==> config.mk <==
export PLATFORM = sky130hd
export DESIGN_NAME = mult32s_rr_scheduler
export DESIGN_NICKNAME = d
export VERILOG_FILES = /design/src/rtl/mult32s_rr_scheduler.sv
export SDC_FILE = /design/constraint.sdc
export NUM_CORES = 1
export LEC_CHECK = 0
export ABC_AREA = 1
export CORE_AREA = 10 10 183 185
export CTS_CLUSTER_DIAMETER = 80
export CTS_CLUSTER_SIZE = 10
export DETAILED_ROUTE_END_ITERATION = 6
export DIE_AREA = 0 0 193 195
export HOLD_SLACK_MARGIN = 0.05
export SLEW_MARGIN = 20
export SYNTH_ARGS = -nofsm -noshare
export SYNTH_HDL_FRONTEND = slang
export SYNTH_SLANG_ARGS = --single-unit
==> constraint.sdc <==
create_clock -name clk -period 6.25 [get_ports clk]
set_clock_uncertainty 0.15 [all_clocks]
set_input_delay 0.9375 -clock clk [delete_from_list [all_inputs] [get_ports clk]]
set_output_delay 0.9375 -clock clk [all_outputs]
set_load 0.01 [all_outputs]
==> src/rtl/mult32s_rr_scheduler.sv <==
// mult32s_rr_scheduler: round-robin arbiter sharing one pipelined 32x32 signed multiplier,
// tagging each issue so the product returns to its owner MUL_LAT cycles later.
module mult32s_rr_scheduler #(
  parameter int NUM_REQ = 4,
  parameter int ID_W    = 2,
  parameter int MUL_LAT = 2
) (
  input  logic                  clk,
  input  logic                  rst_n,
  input  logic                  arb_en,
  input  logic [NUM_REQ-1:0]    req_valid,
  input  logic [NUM_REQ*32-1:0] req_a,
  input  logic [NUM_REQ*32-1:0] req_b,
  output logic [NUM_REQ-1:0]    req_ready,
  output logic [31:0]           mul_a,
  output logic [31:0]           mul_b,
  input  logic [63:0]           mul_p,
  output logic                  resp_valid,
  output logic [ID_W-1:0]       resp_id,
  output logic [63:0]           resp_product,
  output logic                  busy,
  output logic [31:0]           op_count
);
  logic [ID_W-1:0]    r_rr_ptr;
  logic [MUL_LAT-1:0] r_vld;
  logic [ID_W-1:0]    r_id [MUL_LAT];
  logic [31:0]        r_op_count;
  logic               w_hit;
  logic               w_act;
  logic [ID_W-1:0]    w_g;
  // Scan downward so the last hit wins, i.e. the nearest set bit at or after rr_ptr.
  always_comb begin
    int idx;
    w_hit = 1'b0;
    w_g   = '0;
    idx   = 0;
    for (int k = NUM_REQ - 1; k >= 0; k--) begin
      idx = int'(r_rr_ptr) + k;
      idx = (idx >= NUM_REQ) ? idx - NUM_REQ : idx;
      if (req_valid[idx]) begin
        w_hit = 1'b1;
        w_g   = ID_W'(idx);
      end
    end
  end
  assign w_act        = rst_n & arb_en & w_hit;
  assign req_ready    = w_act ? (NUM_REQ'(1) << w_g) : '0;
  assign mul_a        = w_act ? req_a[32*w_g +: 32] : '0;
  assign mul_b        = w_act ? req_b[32*w_g +: 32] : '0;
  assign resp_valid   = r_vld[MUL_LAT-1];
  assign resp_id      = r_id[MUL_LAT-1];
  assign resp_product = resp_valid ? mul_p : '0;
  assign busy         = |r_vld;
  assign op_count     = r_op_count;
  always_ff @(posedge clk or negedge rst_n) begin
    if (!rst_n) begin
      r_rr_ptr   <= '0;
      r_vld      <= '0;
      r_op_count <= '0;
      for (int i = 0; i < MUL_LAT; i++) r_id[i] <= '0;
    end else begin
      if (w_act) r_rr_ptr <= (w_g == ID_W'(NUM_REQ - 1)) ? '0 : w_g + 1'b1;
      r_vld[0]   <= w_act;
      r_id[0]    <= w_act ? w_g : '0;
      for (int i = 1; i < MUL_LAT; i++) begin
        r_vld[i] <= r_vld[i-1];
        r_id[i]  <= r_id[i-1];
      end
      r_op_count <= r_op_count + 32'(w_act);
    end
  end
endmodule

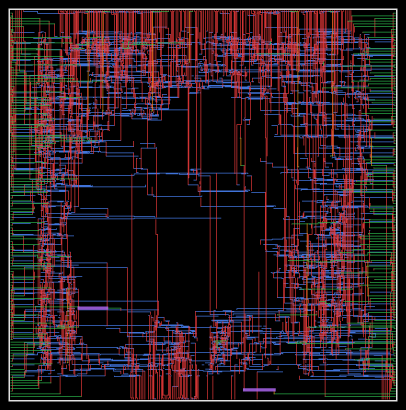
Run 1: metal layers overlaid
Drawn at 2 px/um.
legend:
  metal 4:
    color: orange
    wire_length: 454 um
  metal 1:
    color: blue
    wire_length: 13200 um
  metal 5:
    color: purple
    wire_length: 28.5 um
  metal 2:
    color: red
    wire_length: 18200 um
  metal 3:
    color: green
    wire_length: 3610 um
drt total wl: 35.5 mm
via count: 7992
wire per inst: 19.4 um
GRT Overall Usage: 0.173

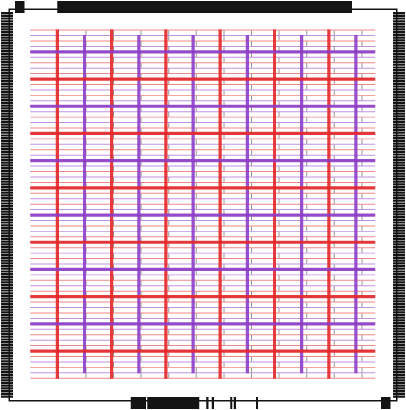
Run 1: power grid
Drawn at 2 px/um. Pins as bars on the die edge. Tap cells in gray.
legend:
  VSS:
    color: red
  VDD:
    color: purple
met4 straps: 12
met5 straps: 12
signal pins: 495
rows: 64

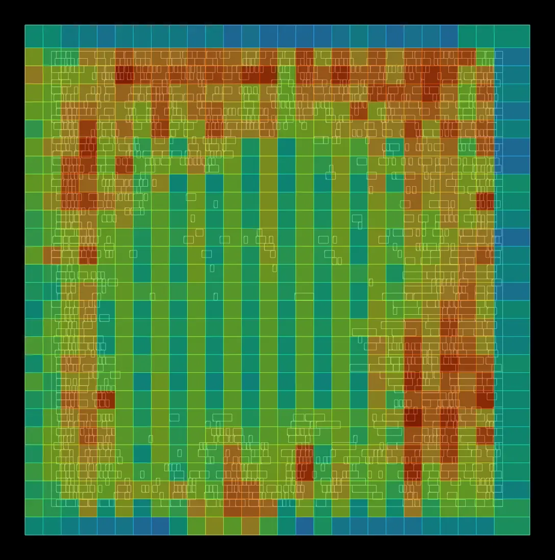
Run 1: congestion heat map
GR Util met1: 0.185
fin util: 0.353
M2 GR Usage: 0.325

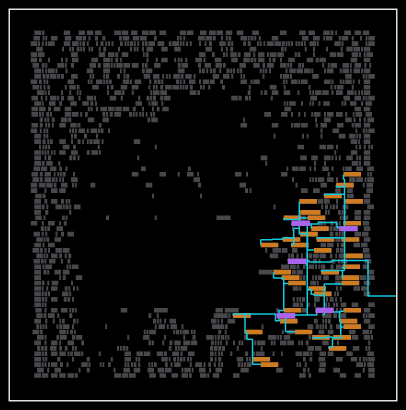
Run 1: clock network drawn from the DEF
Drawn at 2 px/um.
legend:
  clock wires:
    color: cyan
    length: 551 um
  clock drivers:
    color: purple
    count: 5
  flip-flops:
    color: orange
    count: 40
routed clock nets: 6
Clk. pwr: 0.257 mW
power share of the clock group: 0.065
Late-Pin Clk Latency: 0.28 ns

==> qor.txt, run 1 <==
Status - finished, final reports clean
Pwr Total - 3.95 mW
Io pins - 495
Slowest cell delay on critical path - 0.59 ns
Mi-comb count - 796
Power in combinational cells - 3.34 mW
Top logic cells by instance count in the layout - 493 x clkdlybuf4s50_1, 370 x nand2_1, 206 x nand3_1
Non-clock buffer count - 503
Crit. End Element - output pin
Post-route worst setup slack - 1.37 ns
Largest class - buffers
RR Endpoint - op_count[30]
Die area - 37600 um2
Yosys stat cell total - 995
1st-iter DRT viols - 350
Final setup viols - 0
Pwr/cell area - 373 nW/um2
CP delay by family, top - buffers and inverters
Setup crit start kind - input pin
Met3 Usage GRT - 0.0576
Clock Path Buffers - 2
Number of flip-flops and latches - 40
Mapped Area - 5230 um2
Final-report max-slew violation count - 0
Area added between synthesis and finish - 103%
Yosys top cell area share - 0.267
Tightest Pin Transition - 0.729 ns
--- run 2 (diff from run 1) ---
CORE_AREA = 10 10 186 188   (was 10 10 183 185)
DIE_AREA = 0 0 196 198   (was 0 0 193 195)
clock period = 4.65 ns   (was 6.25 ns; I/O delays follow)
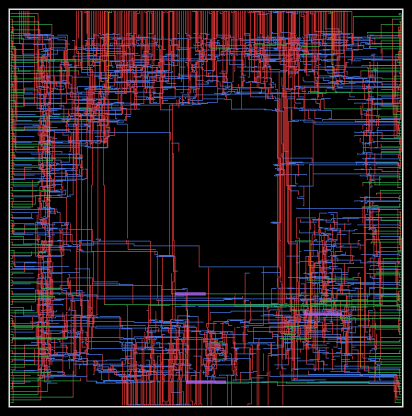
Run 2: metal layers overlaid
Drawn at 2 px/um.
legend:
  metal 4:
    color: orange
    wire_length: 316 um
  metal 3:
    color: green
    wire_length: 3270 um
  metal 1:
    color: blue
    wire_length: 13400 um
  metal 5:
    color: purple
    wire_length: 49.7 um
  metal 2:
    color: red
    wire_length: 16900 um
wire per inst: 18.4 um
via count: 7857
drt total wl: 34.0 mm
GRT Overall Usage: 0.161

==> qor.txt, run 2 <==
Area added between synthesis and finish - 106%
Mapped Area - 5230 um2
Fin util - 0.347
Crit. End Element - output pin
Final-report max-slew violation count - 0
Power in combinational cells - 4.69 mW
Power share of the clock group - 0.069
Io pins - 495
Yosys stat cell total - 995
Non-clock buffer count - 514
Largest class - buffers
M2 GR Usage - 0.287
Top logic cells by instance count in the layout - 493 x clkdlybuf4s50_1, 370 x nand2_1, 206 x nand3_1
GR Util met1 - 0.185
RR Endpoint - op_count[30]
Status - finished, final reports clean
Yosys top cell area share - 0.267
Final setup viols - 0
Pwr Total - 5.54 mW
Met3 Usage GRT - 0.0570
Tightest Pin Transition - 0.698 ns
Slowest cell delay on critical path - 0.60 ns
Die area - 38800 um2
Late-Pin Clk Latency - 0.28 ns
Clock Path Buffers - 2
Pwr/cell area - 514 nW/um2
Run 2, placement by cell class:
Drawn at 2 px/um. Fill, decap, tap and diode cells in gray.
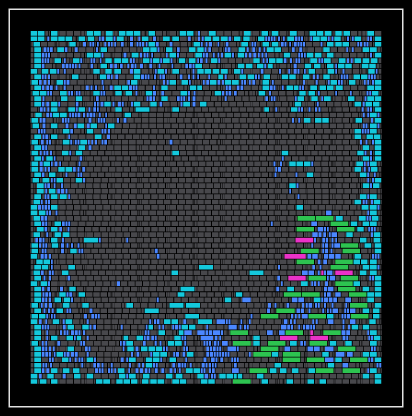

--- run 3 (diff from run 2) ---
ABC_AREA = unset   (was 1)
CORE_AREA = 10 10 185 187   (was 10 10 186 188)
DIE_AREA = 0 0 195 197   (was 0 0 196 198)
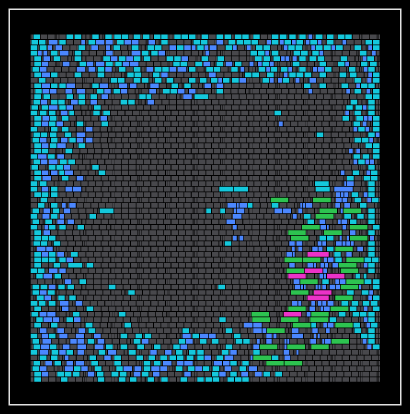
Run 3: placement by cell class
Drawn at 2 px/um. Fill, decap, tap and diode cells in gray.
legend:
  flops:
    color: green
    cells: 40
  other buffers and delay cells:
    color: cyan
    cells: 509
  clock drivers and dummy loads:
    color: magenta
    cells: 7
  combinational and other logic:
    color: blue
    cells: 369
row count: 64
fin util: 0.329
post-route cell area: 10000 um2
Seq/total area: 0.0999

==> qor.txt, run 3 <==
Slowest cell delay on critical path - 0.58 ns
Power share of the clock group - 0.182
Worst EP arrival - 3.32 ns
Io pins - 495
Status - finished, final reports clean
Top logic cells by instance count in the layout - 493 x clkdlybuf4s50_1, 129 x mux2i_1, 71 x and2_1
GR Util met1 - 0.144
RR Endpoint - r_rr_ptr[1]
Wire per inst - 20.6 um
Mapped Area - 4540 um2
Crit. End Element - output pin
Mi-comb count - 365
Pwr/cell area - 234 nW/um2
Power in combinational cells - 1.49 mW
Busiest grt layer - met2
Signal inverters - 4
Non-clock buffer count - 509
Drt total wl - 27.2 mm
M2 GR Usage - 0.235
GRT Overall Usage - 0.129
Met3 Usage GRT - 0.0519
Clock Path Buffers - 2
Layout cells sized above 1 - 0.0876
Yosys top cell area share - 0.284
Signal buffers share of area - 0.513
CP delay by family, top - buffers and inverters
Final-report max-slew violation count - 0
Inserted Clock Buffers - 5
Largest class - buffers
1st-iter DRT viols - 163
Area added between synthesis and finish - 121%
Yosys stat cell total - 445
Clk. pwr - 0.428 mW
Post-route worst setup slack - 0.486 ns
Via count - 5245
Met2 wire length - 14.0 mm
Max reg flops - 32
Pwr Total - 2.35 mW
No activity file was given, so power comes from the tool's default toggle rates.
